`config.mk`:
```
export PLATFORM = sky130hd
export DESIGN_NAME = jpeg_idct_transpose
export DESIGN_NICKNAME = d
export VERILOG_FILES = /design/src/rtl/jpeg_pkg.sv /design/src/rtl/jpeg_tp_bank.sv /design/src/rtl/jpeg_idct_transpose.sv
export SDC_FILE = /design/constraint.sdc
export NUM_CORES = 2
export LEC_CHECK = 0
export CAP_MARGIN = 10
export CORE_MARGIN = 3
export CORE_UTILIZATION = 60
export CTS_CLUSTER_DIAMETER = 100
export DETAILED_ROUTE_END_ITERATION = 10
export PLACE_DENSITY_LB_ADDON = 0.05
export SLEW_MARGIN = 40
export SYNTH_ARGS = -nofsm -noshare
export SYNTH_HDL_FRONTEND = slang
export SYNTH_SLANG_ARGS = --single-unit
```
`constraint.sdc`:
```
create_clock -name clk_i -period 4.8 [get_ports clk_i]
set_clock_uncertainty 0.15 [all_clocks]
set_input_delay 0.48 -clock clk_i [delete_from_list [all_inputs] [get_ports clk_i]]
set_output_delay 0.48 -clock clk_i [all_outputs]
set_load 0.1 [all_outputs]
```
`src/rtl/jpeg_pkg.sv`:
```
`default_nettype none
// ============================================================================
// Module  : jpeg_pkg
// Purpose : Shared types and constants for the IDCT transpose buffer.
//           BLK_WORDS - words per 8x8 block
//           BEATS     - output beats per block (8 rows x 2 halves)
//           COEF_W    - coefficient word width
// Revision: 1.0 - initial release
// ============================================================================
package jpeg_pkg;

    localparam int BLK_WORDS = 64;
    localparam int BEATS     = 16;
    localparam int COEF_W    = 32;

    typedef enum logic [0:0] {
        ST_IDLE  = 1'b0,
        ST_DRAIN = 1'b1
    } rd_state_t;

    // Bank storage is row-major: address = {row, col}. The incoming index
    // carries the row in [2:0] and the column in [5:3].
    function automatic logic [5:0] wr_addr(input logic [5:0] idx);
        return {idx[2:0], idx[5:3]};
    endfunction

endpackage
`default_nettype wire

```
`src/rtl/jpeg_tp_bank.sv`:
```
`default_nettype none
// ============================================================================
// Module  : jpeg_tp_bank
// Purpose : One 8x8 coefficient bank with write count, written mask and
//           full flag. Reads return four consecutive columns of one row;
//           positions never written in this block read as zero.
// Ports   : clk_i, rst_ni         clock, async active-low reset
//           clr_i                 synchronous clear of count/mask/full
//           wr_en_i, wr_idx_i,    word write (idx[2:0]=row, idx[5:3]=col)
//           wr_data_i
//           flush_i               end of image while this is the write bank
//           rd_row_i, rd_half_i   read row and column half
//           full_o                bank holds a complete block
//           fill_o                bank becomes full on this edge
//           rd_data0_o..3_o       columns half*4+0 .. half*4+3
// Revision: 1.0 - initial release
// ============================================================================
module jpeg_tp_bank
    import jpeg_pkg::*;
#(
    parameter int ZERO_FILL = 1
) (
    input  logic              clk_i,
    input  logic              rst_ni,
    input  logic              clr_i,
    input  logic              wr_en_i,
    input  logic [5:0]        wr_idx_i,
    input  logic [COEF_W-1:0] wr_data_i,
    input  logic              flush_i,
    input  logic [2:0]        rd_row_i,
    input  logic              rd_half_i,
    output logic              full_o,
    output logic              fill_o,
    output logic [COEF_W-1:0] rd_data0_o,
    output logic [COEF_W-1:0] rd_data1_o,
    output logic [COEF_W-1:0] rd_data2_o,
    output logic [COEF_W-1:0] rd_data3_o
);

    logic [COEF_W-1:0]    r_mem [BLK_WORDS];
    logic [BLK_WORDS-1:0] r_mask;
    logic [6:0]           r_count;
    logic                 r_full;

    logic [5:0]           w_wr_addr;
    logic [6:0]           w_count_nxt;
    logic                 w_discard;
    logic [COEF_W-1:0]    w_rd_data [4];

    assign w_wr_addr   = wr_addr(wr_idx_i);
    // A same-cycle write is counted before the flush decision.
    assign w_count_nxt = r_count + {6'd0, wr_en_i};

    assign fill_o = !r_full && !clr_i &&
                    ((w_count_nxt == 7'(BLK_WORDS)) ||
                     (flush_i && (ZERO_FILL != 0) && (w_count_nxt != 7'd0)));

    assign w_discard = (ZERO_FILL == 0) && flush_i && !r_full &&
                       (w_count_nxt != 7'd0) && (w_count_nxt != 7'(BLK_WORDS));

    assign full_o = r_full;

    // Contents need no reset: the mask decides what is visible.
    always_ff @(posedge clk_i) begin
        if (wr_en_i) begin
            r_mem[w_wr_addr] <= wr_data_i;
        end
    end

    always_ff @(posedge clk_i or negedge rst_ni) begin
        if (!rst_ni) begin
            r_count <= 7'd0;
            r_mask  <= '0;
            r_full  <= 1'b0;
        end else if (clr_i) begin
            r_count <= 7'd0;
            r_mask  <= '0;
            r_full  <= 1'b0;
        end else if (w_discard) begin
            r_count <= 7'd0;
            r_mask  <= '0;
        end else begin
            if (wr_en_i) begin
                r_count            <= w_count_nxt;
                r_mask[w_wr_addr]  <= 1'b1;
            end
            if (fill_o) begin
                r_full <= 1'b1;
            end
        end
    end

    generate
        for (genvar j = 0; j < 4; j++) begin : g_rd
            logic [5:0] w_addr;
            assign w_addr       = {rd_row_i, rd_half_i, 2'(j)};
            assign w_rd_data[j] = r_mask[w_addr] ? r_mem[w_addr] : '0;
        end
    endgenerate

    assign rd_data0_o = w_rd_data[0];
    assign rd_data1_o = w_rd_data[1];
    assign rd_data2_o = w_rd_data[2];
    assign rd_data3_o = w_rd_data[3];

endmodule
`default_nettype wire

```
`src/rtl/jpeg_idct_transpose.sv`:
```
`default_nettype none
// ============================================================================
// Module  : jpeg_idct_transpose
// Purpose : Ping-pong 8x8 transpose buffer between the row and column IDCT
//           stages. Words arrive in any order by index; each complete block
//           is emitted as 16 registered beats of four columns of one row.
// Ports   : clk_i, rst_ni                 clock, async active-low reset
//           img_start_i                   abort everything, restart
//           img_end_i                     flush a partial write block
//           inport_valid_i/_data_i/_idx_i input word (idx[2:0]=row,[5:3]=col)
//           inport_accept_o               write bank not full
//           outport_valid_o               beat valid (no backpressure)
//           outport_data0_o..3_o          columns half*4+0..3 of the row
//           outport_idx_o, outport_half_o row and column half of the beat
// Revision: 1.0 - initial release
// ============================================================================
module jpeg_idct_transpose
    import jpeg_pkg::*;
#(
    parameter int ZERO_FILL = 1
) (
    input  logic              clk_i,
    input  logic              rst_ni,
    input  logic              img_start_i,
    input  logic              img_end_i,
    input  logic              inport_valid_i,
    input  logic [31:0]       inport_data_i,
    input  logic [5:0]        inport_idx_i,
    output logic              inport_accept_o,
    output logic              outport_valid_o,
    output logic [31:0]       outport_data0_o,
    output logic [31:0]       outport_data1_o,
    output logic [31:0]       outport_data2_o,
    output logic [31:0]       outport_data3_o,
    output logic [2:0]        outport_idx_o,
    output logic              outport_half_o
);

    rd_state_t         r_state;
    logic [3:0]        r_beat;
    logic              r_wr_ptr;
    logic              r_rd_ptr;

    logic [1:0]        w_full;
    logic [1:0]        w_fill;
    logic [COEF_W-1:0] w_rd_data [2][4];
    logic              w_wr_fire;
    logic              w_last_beat;

    assign inport_accept_o = !w_full[r_wr_ptr];
    assign w_wr_fire       = inport_valid_i && inport_accept_o && !img_start_i;
    assign w_last_beat     = (r_state == ST_DRAIN) && (r_beat == 4'(BEATS - 1));

    generate
        for (genvar b = 0; b < 2; b++) begin : g_bank
            jpeg_tp_bank #(
                .ZERO_FILL (ZERO_FILL)
            ) u_bank (
                .clk_i      (clk_i),
                .rst_ni     (rst_ni),
                .clr_i      (img_start_i || (w_last_beat && (r_rd_ptr == 1'(b)))),
                .wr_en_i    (w_wr_fire && (r_wr_ptr == 1'(b))),
                .wr_idx_i   (inport_idx_i),
                .wr_data_i  (inport_data_i),
                .flush_i    (img_end_i && !img_start_i && (r_wr_ptr == 1'(b))),
                .rd_row_i   (r_beat[3:1]),
                .rd_half_i  (r_beat[0]),
                .full_o     (w_full[b]),
                .fill_o     (w_fill[b]),
                .rd_data0_o (w_rd_data[b][0]),
                .rd_data1_o (w_rd_data[b][1]),
                .rd_data2_o (w_rd_data[b][2]),
                .rd_data3_o (w_rd_data[b][3])
            );
        end
    endgenerate

    always_ff @(posedge clk_i or negedge rst_ni) begin
        if (!rst_ni) begin
            r_state         <= ST_IDLE;
            r_beat          <= 4'd0;
            r_wr_ptr        <= 1'b0;
            r_rd_ptr        <= 1'b0;
            outport_valid_o <= 1'b0;
            outport_data0_o <= '0;
            outport_data1_o <= '0;
            outport_data2_o <= '0;
            outport_data3_o <= '0;
            outport_idx_o   <= 3'd0;
            outport_half_o  <= 1'b0;
        end else if (img_start_i) begin
            // Row/half keep their last value; only valid is forced low.
            r_state         <= ST_IDLE;
            r_beat          <= 4'd0;
            r_wr_ptr        <= 1'b0;
            r_rd_ptr        <= 1'b0;
            outport_valid_o <= 1'b0;
        end else begin
            outport_valid_o <= 1'b0;
            if (w_fill[r_wr_ptr]) begin
                r_wr_ptr <= ~r_wr_ptr;
            end
            case (r_state)
                ST_IDLE: begin
                    if (w_full[r_rd_ptr]) begin
                        r_state <= ST_DRAIN;
                        r_beat  <= 4'd0;
                    end
                end
                ST_DRAIN: begin
                    outport_valid_o <= 1'b1;
                    outport_data0_o <= w_rd_data[r_rd_ptr][0];
                    outport_data1_o <= w_rd_data[r_rd_ptr][1];
                    outport_data2_o <= w_rd_data[r_rd_ptr][2];
                    outport_data3_o <= w_rd_data[r_rd_ptr][3];
                    outport_idx_o   <= r_beat[3:1];
                    outport_half_o  <= r_beat[0];
                    if (w_last_beat) begin
                        r_rd_ptr <= ~r_rd_ptr;
                        r_beat   <= 4'd0;
                        // Stay in DRAIN when the other bank is already
                        // waiting, so consecutive blocks run gap-free.
                        if (!w_full[~r_rd_ptr]) begin
                            r_state <= ST_IDLE;
                        end
                    end else begin
                        r_beat <= r_beat + 4'd1;
                    end
                end
                default: r_state <= ST_IDLE;
            endcase
        end
    end

endmodule
`default_nettype wire

```
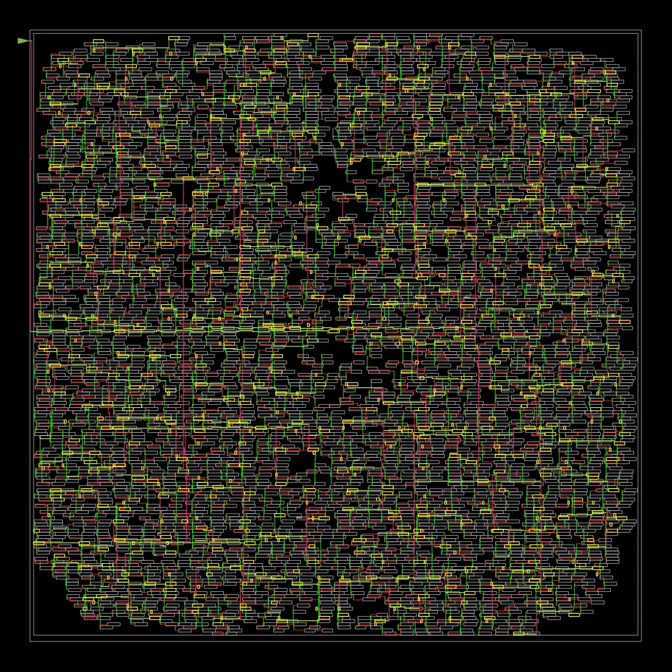
final_clocks.png
Clk power: 33.3 mW
insertion delay to the later sink of the worst-skew pair: 0.93 ns

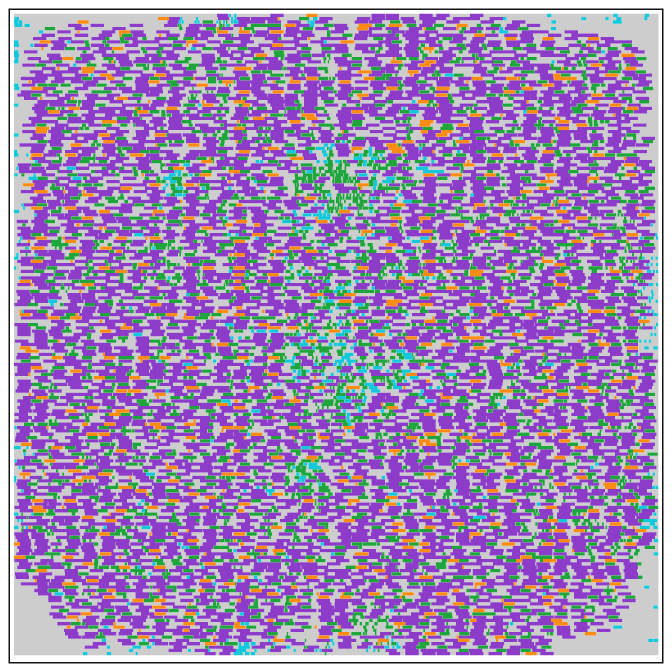
cell_classes.png
Fill, decap, tap and diode cells in grey.
purple -> flip-flops  # cells 4380, share of their area 70%
cyan -> other buffers and delay cells  # cells 558, share of their area 2.8%
orange -> clock drivers and dummy loads  # cells 796, share of their area 7.5%
green -> all other logic  # cells 3190, share of their area 19%

==> impl_metrics.csv <==
group,metric,value,unit
synth,ys_sh_mux,14.1,%
worst_setup_path,cp.required,5.44,ns
drt,drt_iter0_markers,10800,
min_path,hold_path.startpoint,"inport_data_i[16]",
worst_setup_path,path_cells,"nor2b_4 -> buf_4 -> a22oi_1 -> nand3_1 -> o21ai_4 -> buf_4 -> a221oi_1 -> nor2_1",
min_path,hold_depth,2,
clocking,cts_buffers,428,
power,maxPowerGroup,"sequential cells",
layout,syn_to_final_growth,13.5,%
layout,fin_area,189000,um^2
sta,hold_violations,0,
layout,regArea,130000,um^2
grt,grtUsageMet3,4.81,%
synth,ys_sh_simple,1.69,%
worst_setup_path,timing.rr.end,"outport_data0_o[11]",
drt,maxUsedRoutingLayer,"met4",
layout,signal_buffers,558,
power,power_frac_seq,53.0,%
synth,syn_nets,8095,
placement,dpl_worst_slack,0.652,ns
min_path,hold_path_end,"g_bank[1].u_bank.r_mem[57][16]",
power,seq-power,42.2,mW
die,dieHeight,533,um
grt,grt_use_met1,45.1,%
synth,synth-seq-cells,4380,
synth,syn_area,167000,um^2
die,num_io_pins,177,
sta,maxSlewHeadroom,37.2,%
sta,fin_crit,4.02,ns
layout,mi_logic_area,35700,um^2
layout,sh_seq_area,68.7,%
layout,clock_area_share,7.35,%
outcome,outcome,"finished clean",
power,power.density,420,nW/um^2
clocking,cts_sinks,4380,
drt,met2RoutedLength,213000,um
power,p_clk_share,41.8,%
synth,synth_top_cell_by_area,"edfxtp_1",
worst_setup_path,cp_num_buf_inv,2,
layout,diodes,9,
synth,edf_count,4096,
layout,regMostFlops,"g_bank.u_bank.r_mem",
die,dieArea,285000,um^2
die,die_width,533,um
drt,num_vias,85300,
drt,drt-met1-wl,171000,um
synth,async_reset_ff_share,6.48,%
drt,first_pass_iters,5,
worst_setup_path,crit_path_top_delay_cell,"dfrtp_4",
synth,ff_type,"edfxtp_1",
synth,synth.area.top_cells,"edfxtp_1 (74%), mux4_2 (11%), dfrtp_1 (4.3%), mux2i_1 (2.9%), a22oi_1 (1.7%)",
grt,grt_max_degree,123,
grt,antenna_found_initial,27,
worst_setup_path,crit_type,"reg2reg",
layout,largestClassByArea,"flip-flops and latches",
synth,top_logic_kind,"multiplexers",
sta,rsz0062_at_grt,"false",
sta,tightest_slew,0.942,ns
drt,viasPerCell,6.75,
worst_setup_path,path_common_cell,"buf_4",
synth,adder_share,0.0375,%
run,timing.max_cap.violations,0,
clocking,clock_path_buffers,4,
layout,ff_count,4380,
layout,final_util,68.5,%
synth,top_cells_by_count,"edfxtp_1 (4096), mux4_2 (826), mux2i_1 (484)",
power,pwr-share-comb,5.1,%
die,std_cell_rows,193,
layout,fin_cells,12600,
clocking,cts_tree,"done",
worst_setup_path,cp-start-kind,"flip-flop",
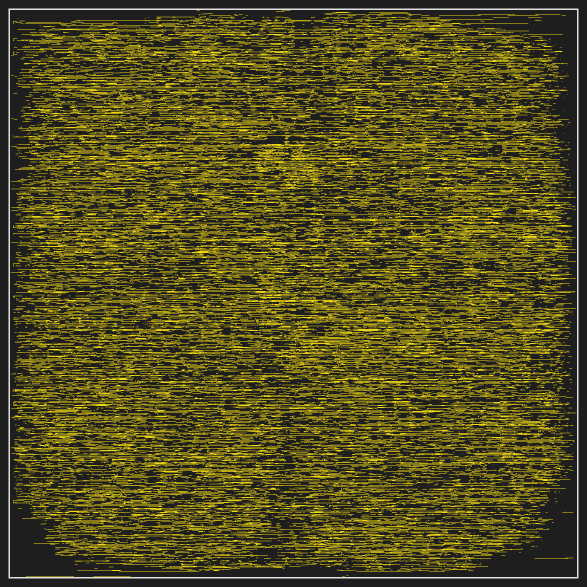
met1.png
nets with wire on the layer = 8345
share of all routed wire = 39%
longest straight run = 119 um

Power and IR drop assume default switching activity.
